==> config.mk <==
export PLATFORM = sky130hd
export DESIGN_NAME = lift_dispatch_ctrl
export DESIGN_NICKNAME = d
export VERILOG_FILES = /design/src/rtl/lift_pkg.sv /design/src/rtl/lift_door_timer.sv /design/src/rtl/lift_dispatch_ctrl.sv
export SDC_FILE = /design/constraint.sdc
export NUM_CORES = 1
export LEC_CHECK = 0
export ABC_AREA = 1
export CAP_MARGIN = 40
export CORE_AREA = 2 2 58 60
export CTS_CLUSTER_DIAMETER = 120
export DETAILED_ROUTE_END_ITERATION = 6
export DIE_AREA = 0 0 60 62
export PLACE_DENSITY_LB_ADDON = 0.3
export REMOVE_ABC_BUFFERS = 1
export SYNTH_ARGS = -nofsm -noshare
export SYNTH_HDL_FRONTEND = slang
export SYNTH_SLANG_ARGS = --single-unit
==> constraint.sdc <==
create_clock -name clk -period 3.2 [get_ports clk]
set_clock_uncertainty 0.05 [all_clocks]
set_input_delay 0.32 -clock clk [delete_from_list [all_inputs] [get_ports clk]]
set_output_delay 0.32 -clock clk [all_outputs]
set_load 0.03 [all_outputs]
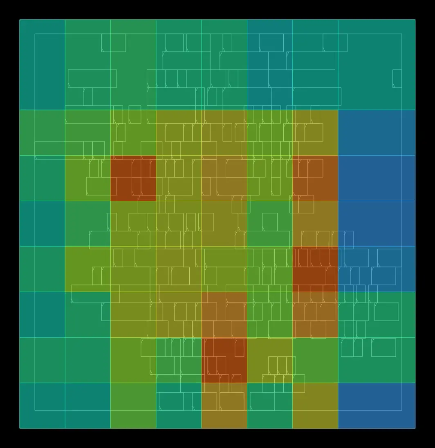
Fig. 1. Routing congestion (run 1).
Post-Route Utilization: 0.448
Global Route Usage Sum: 0.145
grt met2 use: 0.245
busiest grt layer: met2
DR WL/cell: 10.5 um

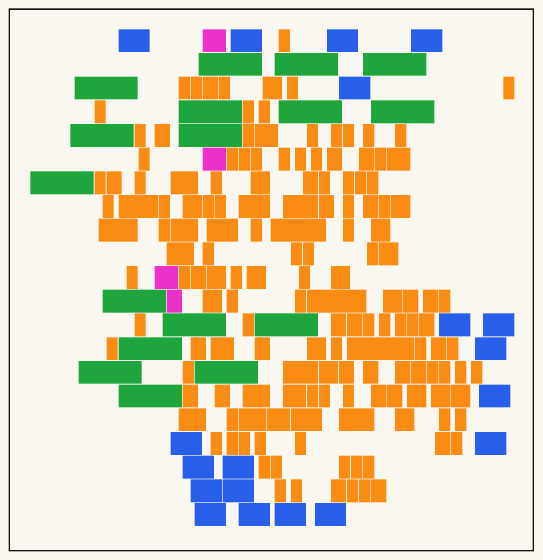
Fig. 2. Cells colored by class (run 1).
magenta -> clock drivers and dummy loads  # cells 4
green -> registers  # cells 17
blue -> remaining buffers and delay cells  # cells 19
orange -> remaining logic cells  # cells 154
Core Area: 3180 um^2
Finished Cell Area: 1430 um^2

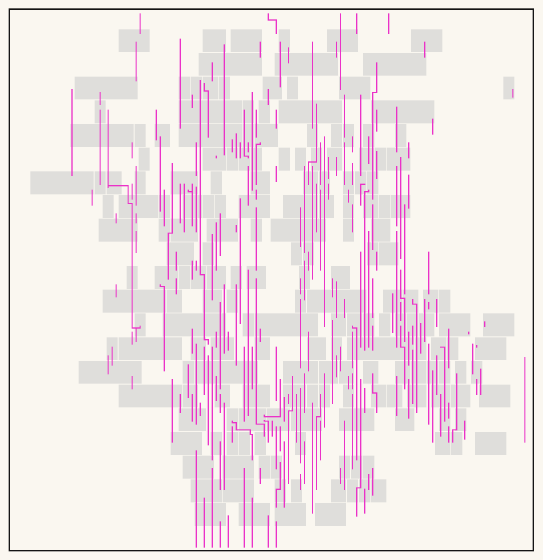
Fig. 3. Metal 2 (run 1).
share of all routed wire = 47%
main direction = vertical
longest straight run = 22.3 um
wire length on this layer = 1180 um
nets with wire on the layer = 167
total length of routed wires: 2.51 mm
Vias: 1092

==> reports/results.ini, run 1 <==
[global_routing]
use_met3=0.0248
antenna_found_initial=0
grt_pass1_vias=984

[power_and_ir_drop]
switching_share=0.476
power_density_nw_per_um2=783
p_comb_mw=0.680
p_seq_mw=0.323
p_comb_frac=0.609
peakVddDrop_v=0.000277

[cts]
cts_num_sinks=17
ctsHoldBuffers=0
cts-resized-gates=0
cts_root_buf=clkbuf_4

[logic_synthesis]
yosys-stat-cells=175
synthAoiAreaFrac=0.135
muxShareOfSynthArea=0
numSynthFlops=17
syn_area_per_cell_um2=6.76
flop_cell=dfxtp_1
synth.logic.top_family=simple AND/OR/NAND/NOR gates
edf_count=0
synth-xor-area-share=0.00740
yosys_warnings=0
syn_inst=175

[die]
chipArea_um2=3720

[critical_path]
cp-start-kind=flip-flop
critical_path.top_delay_family=buffers and inverters
critical_path.max_stage_delay_ns=0.75
reg2regPathDepth=11
crit_cells=1
required_ns=2.83
regToRegSetupSlack_ns=1.35
crit_type=reg -> out
worstPathCellList=clkdlybuf4s50_1

[timing]
max_freq_mhz=502
period_needed_ns=1.99
tightest_slew_ns=0.535
period_used_share=0.622
rsz0062_at_grt=no

[route]
drtPass1Iterations=4
wl_met1_mm=1.27
dr_wl_met2_mm=1.18
top_layer_used=met4

[run]
maxCapViolCount=0

[final_layout]
fillerInstances=338
sh_seq_area=0.239
logic_area_um2=689
diodes=0
buffers=19
lay_top_count=nand2_1
lay_top_cells=39 x nand2_1, 23 x inv_1, 19 x clkdlybuf4s50_1
largest_register_ff_count=4

[worst_hold_path]
worstHoldPathType=reg -> reg
hold_depth=2

[placed_design]
dp_worst_setup_slack_ns=1.04

[run_status]
status=complete, no violations

==> run 2, diff against run 1 <==
==> constraint.sdc (replaced) <==
create_clock -name clk -period 2 [get_ports clk]
set_clock_uncertainty 0.05 [all_clocks]
set_input_delay 0.2 -clock clk [delete_from_list [all_inputs] [get_ports clk]]
set_output_delay 0.2 -clock clk [all_outputs]
set_load 0.03 [all_outputs]
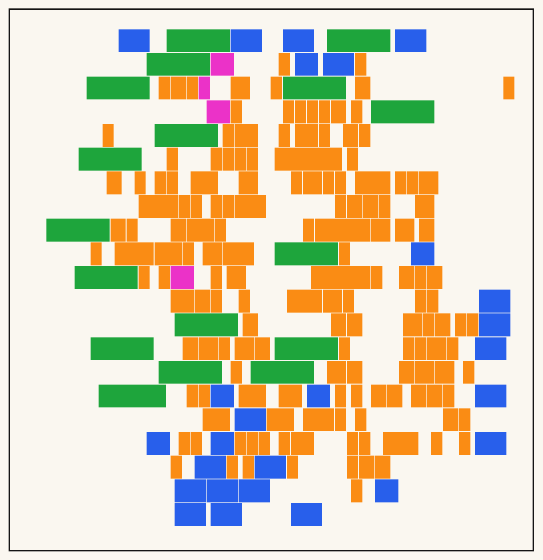
Fig. 4. Cells colored by class (run 2).
magenta -> clock drivers and dummy loads  # cells 4
blue -> remaining buffers and delay cells  # cells 26
orange -> remaining logic cells  # cells 154
green -> registers  # cells 17
Post-Route Utilization: 0.465
proportion of cell area occupied by registers: 0.231
row count: 21

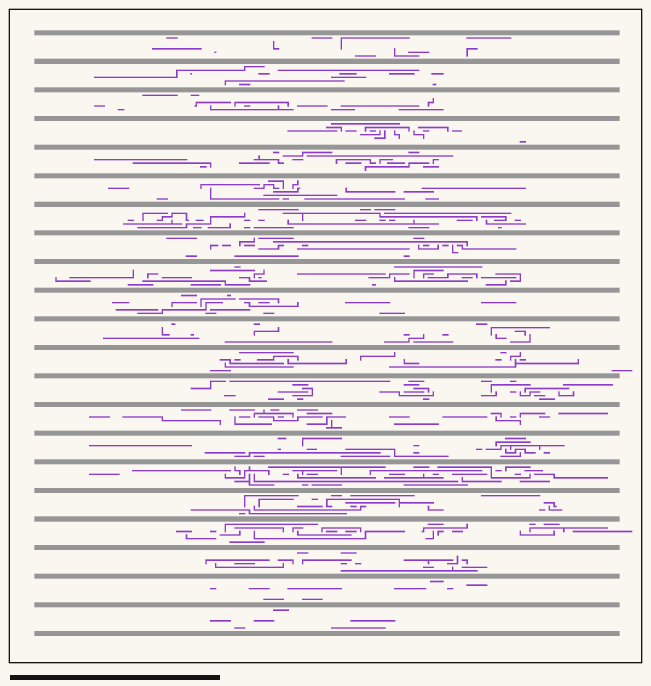
Fig. 5. The metal 1 layer (run 2).
Bar = 20 um. Supply wires on this layer in gray.
share of all routed wire = 49%
longest straight run = 19.3 um
wire length on this layer = 1250 um
nets with wire on the layer = 196
total length of routed wires: 2.54 mm
met1 usage: 0.199
Vias: 1112

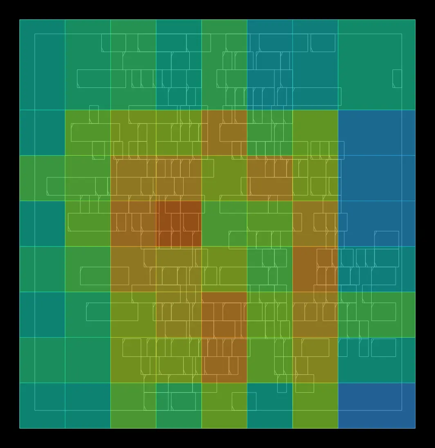
Fig. 6. Routing congestion (run 2).
met3 GRT Util: 0.0248
grt met2 use: 0.259
DR WL/cell: 10.3 um

==> run 2 against run 1 <==
Sequential cell count stayed put. Via count is 1.8% higher. Utilization is 1.7 points higher. Count of clock-buffer cells in the layout is 1 higher. Non-clock buffer count is 7 higher. Worst hold slack worse by 0.0038 ns. First-iteration DRC count is 21% lower. Sequential share of layout area is 0.76 points lower. Critical path type unchanged. Largest cell class unchanged.
==> reports/results.ini, run 2 <==
[run_status]
status=complete, no violations

[logic_synthesis]
synth_area_um2=1180
flop_cell=dfxtp_1
synth-xor-area-share=0.00740  ; unchanged
syn_area_per_cell_um2=6.76  ; unchanged
topCellsByArea=dfxtp_1 29%, nand2_1 12%, inv_1 7.3%
synth-adder-area-share=0.0211
muxShareOfSynthArea=0  ; unchanged
synth.logic.top_family=simple AND/OR/NAND/NOR gates
yosys_warnings=0  ; unchanged
yosys.area_share.simple=0.415
ys_chip_area_um2=1180
synthAoiAreaFrac=0.135  ; unchanged
numSynthFlops=17  ; unchanged
common_cells=39 x nand2_1, 23 x inv_1, 17 x dfxtp_1
top_area_frac=0.288
async_flop_share=0
yosys-stat-cells=175  ; unchanged
syn_inst=175  ; unchanged
edf_count=0  ; unchanged

[final_layout]
nets=214
largest_register_ff_count=4  ; unchanged
stdcell_area_um2=1480  ; +3.7%
inv_count=32
fillerInstances=332  ; -1.8%
logic_area_um2=689  ; unchanged
diodes=0  ; unchanged
areaGrowthSynthToFinish_pct=24.8
lay_top_count=nand2_1
buffers=26  ; +7
lay_top_cells=39 x nand2_1, 23 x inv_1, 19 x clkdlybuf4s50_1

[global_routing]
busiest_layer=met2
antenna_found_initial=0  ; unchanged
grt_pass1_vias=1014  ; +3.0%
grt_usage=0.150  ; +0.00477

[route]
viasPerCell=4.50
drtPass1Iterations=4  ; unchanged
dr_wl_met2_mm=1.22  ; +3.4%
wl_met1_mm=1.25  ; -1.8%
top_layer_used=met4

[placed_design]
dp_worst_setup_slack_ns=-0.0321  ; -1.07 ns
dp.cells=243
hpwl_mm=2.10
placed_area_um2=1450

[worst_hold_path]
hold_depth=2  ; unchanged
worstHoldPathType=reg -> reg

[critical_path]
regToRegSetupSlack_ns=0.22  ; -1.13 ns
worstPathCellList=buf_4 > clkdlybuf4s50_1
crit_type=reg -> out
critical_path.top_delay_family=buffers and inverters
endpoint_kind=primary output
cp_max_fo=8
crit_cells=2  ; +1
worst-path-buf-inv=2
cp-start-kind=flip-flop
critical_path.max_stage_delay_ns=0.66  ; -0.09 ns
reg2regPathDepth=13  ; +2
required_ns=1.75  ; -1.08 ns

[power_and_ir_drop]
p_comb_mw=1.10  ; +62%
p_comb_frac=0.613  ; +0.004
peakVddDrop_v=0.000551  ; +99%
power.internal_mw=0.956
power_density_nw_per_um2=1220  ; +56%
switching_share=0.470  ; -0.00637
leakage_nw=0.709
p_seq_mw=0.515  ; +59%

[cts]
ctsHoldBuffers=0  ; unchanged
cts_root_buf=clkbuf_4
cts-resized-gates=0  ; unchanged
clk_latency_ns=0.29
cts_num_sinks=17  ; unchanged
postCtsSetupBuffers=0

[timing]
period_needed_ns=1.92
finalHoldViolCount=0
setup_slack_ns=0.0819
drv_slew=0
max_freq_mhz=521
period_used_share=0.959
rsz0062_at_grt=no
holdWs_ns=0.420

[die]
chipArea_um2=3720  ; unchanged
core_area_um2=3180  ; unchanged
die_h_um=62

[run]
maxCapViolCount=0  ; unchanged

